--- src/rtl/cover_pkg.sv ---
// Shared definitions for cover collectors: global cover index type, default
// cover-space size and a popcount helper.
package cover_pkg;

  localparam int unsigned COVER_IDX_W         = 64;
  localparam int unsigned COVER_TOTAL_DEFAULT = 8744;
  localparam int unsigned POPCOUNT_MAX_W      = 1024;

  typedef logic [COVER_IDX_W-1:0] cover_idx_t;

  // Callers zero-extend narrower vectors to POPCOUNT_MAX_W.
  function automatic int unsigned popcount(input logic [POPCOUNT_MAX_W-1:0] v);
    int unsigned n;
    n = 0;
    for (int unsigned i = 0; i < POPCOUNT_MAX_W; i++) begin
      n += int'(v[i]);
    end
    return n;
  endfunction

endpackage

--- src/rtl/cover_lsb_enc.sv ---
// Lowest-set-bit encoder: reports whether any bit is set, the index of the
// lowest set bit and that bit as a one-hot mask.
module cover_lsb_enc #(
  parameter int unsigned WIDTH = 20,
  parameter int unsigned IDX_W = (WIDTH > 1) ? $clog2(WIDTH) : 1
) (
  input  logic [WIDTH-1:0] in_vec,
  output logic             any,
  output logic [IDX_W-1:0] index,
  output logic [WIDTH-1:0] onehot
);

  always_comb begin
    any    = |in_vec;
    onehot = in_vec & (~in_vec + WIDTH'(1));
    index  = '0;
    // Scan downward so the lowest set bit is the last assignment.
    for (int unsigned i = WIDTH; i > 0; i--) begin
      if (in_vec[i-1]) index = IDX_W'(i - 1);
    end
  end

endmodule

--- src/rtl/cover_toggle_collector.sv ---
// Toggle-coverage collector: sticky first-hit bitmap, deduplicated emission of
// newly covered points on a valid/ready stream, and a live covered count.
module cover_toggle_collector
  import cover_pkg::*;
#(
  parameter int unsigned WIDTH       = 20,
  parameter int unsigned COVER_INDEX = 0,
  parameter int unsigned COVER_TOTAL = COVER_TOTAL_DEFAULT,
  parameter int unsigned CNT_W       = $clog2(WIDTH + 1)
) (
  input  logic                   gbl_clk,
  input  logic                   reset,
  input  logic                   en,
  input  logic                   clear,
  input  logic [WIDTH-1:0]       valid,
  output logic                   out_valid,
  input  logic                   out_ready,
  output logic [COVER_IDX_W-1:0] out_index,
  output logic [CNT_W-1:0]       covered_count,
  output logic                   all_covered,
  output logic                   backlog
);

  localparam int unsigned IDX_W = (WIDTH > 1) ? $clog2(WIDTH) : 1;

  if (WIDTH < 1 || WIDTH > POPCOUNT_MAX_W) begin : g_bad_width
    $error("cover_toggle_collector: WIDTH must be 1..1024");
  end
  if (COVER_INDEX + WIDTH > COVER_TOTAL) begin : g_bad_range
    $error("cover_toggle_collector: COVER_INDEX+WIDTH exceeds COVER_TOTAL");
  end

  logic [WIDTH-1:0] seen_q, seen_d;
  logic [WIDTH-1:0] pend_q, pend_d;
  logic             out_valid_q, out_valid_d;
  cover_idx_t       out_index_q, out_index_d;
  logic [CNT_W-1:0] count_q, count_d;
  logic             all_q, all_d;

  logic [WIDTH-1:0] hit, cand, enc_mask;
  logic [IDX_W-1:0] enc_idx;
  logic             enc_any, slot_free;

  always_comb begin
    hit       = (en ? valid : '0) & (clear ? '1 : ~seen_q);
    cand      = (clear ? '0 : pend_q) | hit;
    slot_free = !out_valid_q || out_ready;
  end

  cover_lsb_enc #(
    .WIDTH (WIDTH),
    .IDX_W (IDX_W)
  ) u_lsb_enc (
    .in_vec (cand),
    .any    (enc_any),
    .index  (enc_idx),
    .onehot (enc_mask)
  );

  always_comb begin
    out_valid_d = out_valid_q;
    out_index_d = out_index_q;
    pend_d      = cand;
    if (slot_free) begin
      if (enc_any) begin
        out_valid_d = 1'b1;
        out_index_d = cover_idx_t'(COVER_INDEX) + cover_idx_t'(enc_idx);
        pend_d      = cand & ~enc_mask;
      end else begin
        out_valid_d = 1'b0;
        pend_d      = '0;
      end
    end
    seen_d  = (clear ? '0 : seen_q) | hit;
    count_d = CNT_W'(popcount(POPCOUNT_MAX_W'(seen_d)));
    all_d   = &seen_d;
  end

  always_ff @(posedge gbl_clk) begin
    if (!reset) begin
      seen_q      <= '0;
      pend_q      <= '0;
      out_valid_q <= 1'b0;
      out_index_q <= '0;
      count_q     <= '0;
      all_q       <= 1'b0;
    end else begin
      seen_q      <= seen_d;
      pend_q      <= pend_d;
      out_valid_q <= out_valid_d;
      out_index_q <= out_index_d;
      count_q     <= count_d;
      all_q       <= all_d;
    end
  end

  assign out_valid     = out_valid_q;
  assign out_index     = out_index_q;
  assign covered_count = count_q;
  assign all_covered   = all_q;
  assign backlog       = |pend_q;

endmodule

--- config.mk ---
export PLATFORM = sky130hd
export DESIGN_NAME = cover_toggle_collector
export DESIGN_NICKNAME = d
export VERILOG_FILES = /design/src/rtl/cover_pkg.sv /design/src/rtl/cover_lsb_enc.sv /design/src/rtl/cover_toggle_collector.sv
export SDC_FILE = /design/constraint.sdc
export NUM_CORES = 1
export LEC_CHECK = 0
export CORE_UTILIZATION = 40
export CTS_BUF_LIST = sky130_fd_sc_hd__clkbuf_8
export DETAILED_ROUTE_END_ITERATION = 12
export HOLD_SLACK_MARGIN = 0.12
export PLACE_DENSITY_LB_ADDON = 0.2
export SETUP_SLACK_MARGIN = 0.02
export SKIP_CTS_REPAIR_TIMING = 1
export SLEW_MARGIN = 20
export SYNTH_ARGS = -nofsm -noshare
export SYNTH_HDL_FRONTEND = slang
export SYNTH_HIERARCHICAL = 1
export SYNTH_SLANG_ARGS = --single-unit
--- constraint.sdc ---
create_clock -name gbl_clk -period 12.9 [get_ports gbl_clk]
set_input_delay 2.58 -clock gbl_clk [delete_from_list [all_inputs] [get_ports gbl_clk]]
set_output_delay 2.58 -clock gbl_clk [all_outputs]
set_load 0.1 [all_outputs]
==> run summary, run 1 <==
Max rail drop VDD = 67.1 uV
P_seq = 0.180 mW
failing checks = design-rule violations
Unique cell types = 51
most used cell, CP = fa_1
Reg power frac = 31.1%
DRC Markers = 18
gr busiest metal = met2
register share of the cell area = 26.4%
ANT nets after route = 0
family with the most delay on the worst path = adder cells
Slew @ Worst Pin = 0.971 ns
Post-Synth Simple-Gate Area = 30.0%
Post-Layout Inst Area = 3940 um^2
Sw Share = 47.9%
# fillers = 899
dpl cells = 566
cells in synth_stat.txt = 438
met3 WL = 360 um
Final Hold Viols = 0
main flop type = dfxtp_1
clock-cell share of area = 1.97%
Largest logic family = simple AND/OR/NAND/NOR gates
met3 Track Usage GR = 3.22%
Synth async-reset ratio = 0%
Clock Power Share = 15.6%
Insertion Delay late pin = 0.31 ns
gpl congestion = 0.812
RSZ-0062 raised after global routing = false
grt ovf = 0
Port Buffers = 37
Max-cap violations = 0
DR vias/cell = 5.07
CP max FO = 27
Combinational Area = 2210 um^2
CP max-delay cell = clkdlybuf4s50_1
Worst R2R Path Depth = 16
min-delay src = out_index[4]$_SDFFE_PN0P_
P_comb = 0.310 mW
Worst path depth = 19
Comb gates = 343
outcome = finished with violations
nonclk buf count = 39
final setup margin = 5.31 ns
Commonest Layout Cell = nand2_1
Flops = 52
Max Root-Sink Buffers = 2
fraction of area in multi-input gates = 56.2%
Die W = 97.8 um
RR Startpoint = seen_q[3]$_SDFF_PN0_
Area Growth Syn to Fin = 7.50%
reg-to-reg endpoint = covered_count[4]$_SDFF_PN0_
clk sink count = 52
Top Layout Cells = nand2_1 (69), conb_1 (59), dfxtp_1 (52)
Leakage = 1.75 nW
DP HPWL = 6340 um
met1 usage = 23.2%
Final Setup Violations = 0
crit path launch = clear
CTS tree = built
Post-Syn Area = 3670 um^2
Critical Path RT = 13.16 ns
EDFF count, synth = 0
Log Warnings = 29
share of layout cells above drive strength 1 = 4.30%
P_sw = 0.278 mW
Hold WC Path Type = reg -> reg
CTS Buf Count = 5
initial antenna violation count = 0
Synth area leaders = dfxtp_1 (28%), buf_4 (13%), fa_1 (7.6%)
Clock Skews = 0.00638 ns
IO Pins = 97
Yosys top cell by area = dfxtp_1
clock slew at reported path FFs = 0.09 ns
placement row count = 34
pwr dens = 147 nW/um^2
Syn Inst Count = 438
chip height = 97.8 um
fraction of synthesized cell area in xor and xnor cells = 0.239%
total negative slack = 0 ns
floorplan utilization = 41.7%
Place WS = 5.01 ns
FF-to-FF setup slack = 8.35 ns
largest net degree at the start of global routing = 48
largest registers = pend_q (20), seen_q (20)
hold path cells = 2
CP peak stage delay = 0.93 ns
Final Max Slew Viols = 0
Hold WS = 0.470 ns
Core Region = 8810 um^2
mux share = 0%
Final min period = 7.59 ns
critical path capture point = covered_count[4]$_SDFF_PN0_
Slew HR = 35.1%
root buffer cell = clkbuf_8
post-layout period usage = 58.9%
WP buf/inv = 7
combinational fraction of design power = 53.4%
Run 1, clock routing:
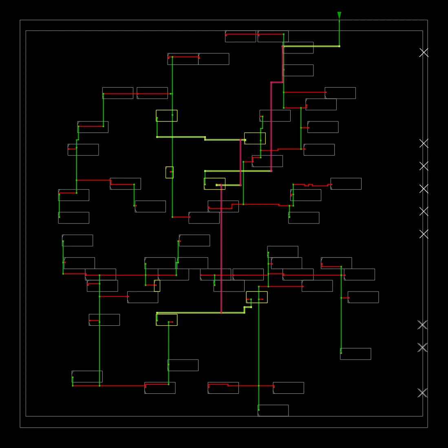
Clock group: 0.0906 mW
clock buf count: 5

Run 1, layout detail:
Window x 4 to 44, y 53 to 93 um. Cells in grey, sequential cells in the stronger grey; small squares are vias.
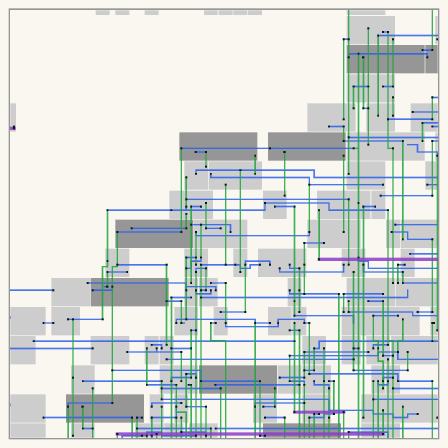
Key: green = met2; blue = met1; purple = met3
Netlist names of flops here include `seen_q` (7), `covered_count` (1). Most frequent: nand2_1 (11), and2_1 (8), dfxtp_1 (8). Sequential cells in the window: 8. 70 logic cells have their middle in the window.

Run 1, signal wires by layer:
Only two layers are drawn.
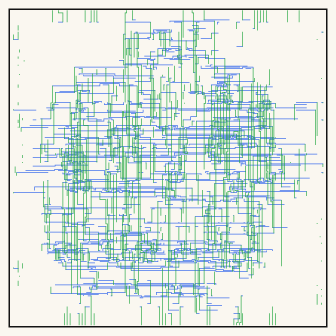
Key: blue = met1 [wire length 3,880 um]; green = met2 [wire length 3,820 um]
Wirelength per Cell: 14.2 um
routed wire length: 8150 um

==> inputs of run 2 (changes only) <==
clock period = 6.9 ns   (was 12.9 ns; I/O delays follow)
==> run summary, run 2 <==
total negative slack = 0 ns (unchanged)
EDFF count, synth = 0 (unchanged)
FF-to-FF setup slack = 2.46 ns (-5.89 ns)
hold path cells = 2 (unchanged)
Reg power frac = 30.8% (-0.3 points)
Synth async-reset ratio = 0% (unchanged)
Largest logic family = simple AND/OR/NAND/NOR gates
crit path launch = clear
Hold WC Path Type = reg -> reg
Comb gates = 343 (unchanged)
Worst path depth = 19 (unchanged)
Syn Inst Count = 438 (unchanged)
root buffer cell = clkbuf_8
Place WS = 0.409 ns (-4.60 ns)
family with the most delay on the worst path = adder cells
main flop type = dfxtp_1
ANT nets after route = 0 (unchanged)
outcome = finished with violations
mux share = 0% (unchanged)
Final Max Slew Viols = 0 (unchanged)
reg-to-reg endpoint = covered_count[4]$_SDFF_PN0_
P_seq = 0.338 mW (+88%)
met3 Track Usage GR = 2.93% (-0.29 points)
clock buf count = 6 (+1)
Final min period = 6.16 ns
Final Hold Viols = 0 (unchanged)
Port Buffers = 37 (unchanged)
Wirelength per Cell = 14.6 um (+2.6%)
Post-Syn Area = 3670 um^2 (unchanged)
CP max FO = 21 (-22%)
Die W = 97.8 um (unchanged)
Insertion Delay late pin = 0.30 ns (about the same)
fraction of area in multi-input gates = 55.7% (-0.46 points)
gr busiest metal = met2
share of layout cells above drive strength 1 = 4.50% (+0.20 points)
fraction of synthesized cell area in xor and xnor cells = 0.239% (unchanged)
Clock Power Share = 16.3% (+0.7 points)
Critical Path RT = 7.15 ns (-6.01 ns)
CP peak stage delay = 0.93 ns (about the same)
met1 usage = 24.1% (+0.94 points)
Slew @ Worst Pin = 0.978 ns (+0.00703 ns)
failing checks = design-rule violations
dpl cells = 567 (+0.18%)
Core Region = 8810 um^2 (unchanged)
final setup margin = 0.740 ns (-4.57 ns)
largest net degree at the start of global routing = 35 (-27%)
min-delay src = out_index[4]$_SDFFE_PN0P_
Combinational Area = 2210 um^2 (unchanged)
routed wire length = 8390 um (+3.0%)
nonclk buf count = 40 (+2.6%)
combinational fraction of design power = 53.0% (-0.4 points)
Synth area leaders = dfxtp_1 (28%), buf_4 (13%), fa_1 (7.6%)
floorplan utilization = 41.7% (unchanged)
Slew HR = 34.6% (-0.47 points)
Hold WS = 0.470 ns (-0.000607 ns)
DRC Markers = 18 (unchanged)
Leakage = 1.77 nW (+1.0%)
critical path capture point = covered_count[4]$_SDFF_PN0_
Clock Skews = 0.00578 ns (-0.000595 ns)
Sw Share = 47.3% (-0.61 points)
cells in synth_stat.txt = 438 (unchanged)
DP HPWL = 6560 um (+3.4%)
Yosys top cell by area = dfxtp_1
Log Warnings = 29 (unchanged)
post-layout period usage = 89.3%
grt ovf = 0 (unchanged)
Commonest Layout Cell = nand2_1
Area Growth Syn to Fin = 8.39%
Top Layout Cells = nand2_1 (69), conb_1 (59), dfxtp_1 (52)
P_comb = 0.582 mW (+88%)
Final Setup Violations = 0 (unchanged)
Post-Layout Inst Area = 3980 um^2 (+0.82%)
pwr dens = 276 nW/um^2 (+87%)
Post-Synth Simple-Gate Area = 30.0% (unchanged)
Max Root-Sink Buffers = 2 (unchanged)
register share of the cell area = 26.2% (-0.22 points)
Worst R2R Path Depth = 16 (unchanged)
Max-cap violations = 0 (unchanged)
RSZ-0062 raised after global routing = false
most used cell, CP = fa_1
Run 2, clock routing:
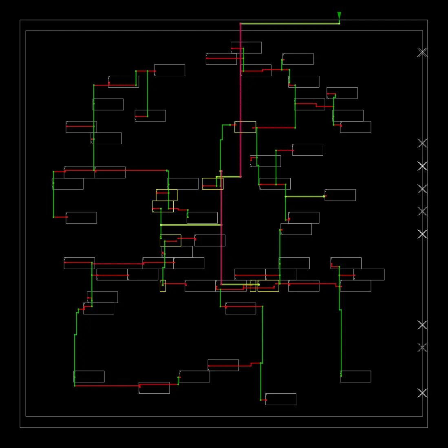
clk sink count: 52
Flops: 52

==> inputs of run 3 (changes only) <==
RECOVER_POWER = 100   (was default)
==> run summary, run 3 <==
outcome = finished with violations
failing checks = design-rule violations
routed metal-1 wire length = 3910 um
routed wire length = 8360 um (-0.36%)
RR Startpoint = seen_q[3]$_SDFF_PN0_
Post-Place Cell Area = 3890 um^2
Reg power frac = 30.9% (about the same)
ANT nets after route = 0 (unchanged)
GR Layer Usage met2 = 30.6%
final setup margin = 0.559 ns (-0.181 ns)
clock buf count = 6 (unchanged)
clk sink count = 52 (unchanged)
Critical Path RT = 7.15 ns (about the same)
clock slew at reported path FFs = 0.09 ns
P_seq = 0.337 mW (about the same)
Core Region = 8810 um^2 (unchanged)
Synth async-reset ratio = 0% (unchanged)
fraction of synthesized cell area in xor and xnor cells = 0.239% (unchanged)
hold path cells = 2 (unchanged)
FF-to-FF setup slack = 2.47 ns (about the same)
Top Layout Cells = nand2_1 (69), conb_1 (59), dfxtp_1 (52)
Hold WS = 0.465 ns (-0.00446 ns)
WP buf/inv = 7
Max Root-Sink Buffers = 2 (unchanged)
Insertion Delay late pin = 0.30 ns (about the same)
nonclk buf count = 40 (unchanged)
Slew HR = 33.9% (-0.68 points)
tally of non-filler cells in the final layout = 575
Log Warnings = 29 (unchanged)
Max-cap violations = 0 (unchanged)
reg-to-reg endpoint = covered_count[4]$_SDFF_PN0_
total negative slack = 0 ns (unchanged)
Final Hold Viols = 0 (unchanged)
min-delay src = out_index[4]$_SDFFE_PN0P_
critical path capture point = covered_count[4]$_SDFF_PN0_
count leader, synth = nand2_1
Die W = 97.8 um (unchanged)
yosys stat area = 3670 um^2
Pwr top = combinational cells
final core utilization = 44.8%
CP max FO = 21 (unchanged)
floorplan utilization = 41.7% (unchanged)
mux share = 0% (unchanged)
crit path kind = in -> reg
grt ovf = 0 (unchanged)
Combinational Area = 2190 um^2 (-1.3%)
Worst path depth = 19 (unchanged)
DP HPWL = 6560 um (unchanged)
met2 wire len = 3950 um
largest net degree at the start of global routing = 35 (unchanged)
Worst R2R Path Depth = 16 (unchanged)
dpl cells = 567 (unchanged)
Syn Inst Count = 438 (unchanged)
crit path launch = clear
Yosys top cell by area = dfxtp_1
EDFF count, synth = 0 (unchanged)
Largest logic family = simple AND/OR/NAND/NOR gates
Synth area leaders = dfxtp_1 (28%), buf_4 (13%), fa_1 (7.6%)
met1 usage = 24.1% (unchanged)
register share of the cell area = 26.4% (+0.22 points)
P_comb = 0.575 mW (-1%)
CP peak stage delay = 0.96 ns (+0.03 ns)
# diodes = 0
Post-Layout Inst Area = 3940 um^2 (-0.82%)
Final Setup Violations = 0 (unchanged)
Layout Nets = 513
Flops = 52 (unchanged)
Port Buffers = 37 (unchanged)
Hold WC Path Type = reg -> reg
synthesized area per cell = 8.38 um^2
share of layout cells above drive strength 1 = 3.00% (-1.5 points)
uppermost layer routed = met4
CP max-delay cell = dlygate4sd3_1
Wirelength per Cell = 14.5 um (-0.36%)
family with the most delay on the worst path = adder cells
main flop type = dfxtp_1
gr busiest metal = met2
synth warn = 6
fraction of area in multi-input gates = 55.4% (-0.27 points)
IO Pins = 97
DRC Markers = 18 (unchanged)
Final min period = 6.34 ns (+0.181 ns)
RSZ-0062 raised after global routing = false
met3 Track Usage GR = 2.93% (unchanged)
chip height = 97.8 um
Clock Power Share = 16.3% (about the same)
Area Growth Syn to Fin = 7.50%
Clock Skews = 0.00630 ns (+0.000512 ns)
Flop area = 1040 um^2
Sw Share = 47.5% (+0.17 points)
Post-Synth Simple-Gate Area = 30.0% (unchanged)
Place WS = 0.409 ns (unchanged)
pwr dens = 276 nW/um^2 (about the same)
root buffer cell = clkbuf_8
combinational fraction of design power = 52.7% (-0.3 points)
Commonest Layout Cell = nand2_1
Comb gates = 343 (unchanged)
Leakage = 1.78 nW (+0.64%)
cells in synth_stat.txt = 438 (unchanged)
Post-Syn Area = 3670 um^2 (unchanged)
post-layout period usage = 91.9% (+2.6 points)
Final Max Slew Viols = 0 (unchanged)
Slew @ Worst Pin = 0.988 ns (+0.00993 ns)
Run 3, layout detail:
Window x 4 to 44, y 53 to 93 um. Cells in grey, sequential cells in the stronger grey; small squares are vias.
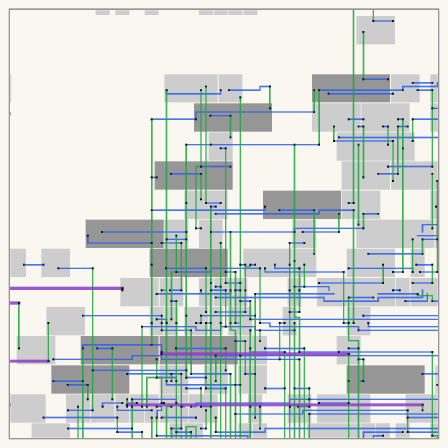
Key: green = met2; purple = met3; blue = met1
Netlist names of flops here include `seen_q` (9), `covered_count` (1). Sequential cells in the window: 10. 74 logic cells have their middle in the window. Most frequent: nand2_1 (16), dfxtp_1 (10).

Power and IR drop assume default switching activity.
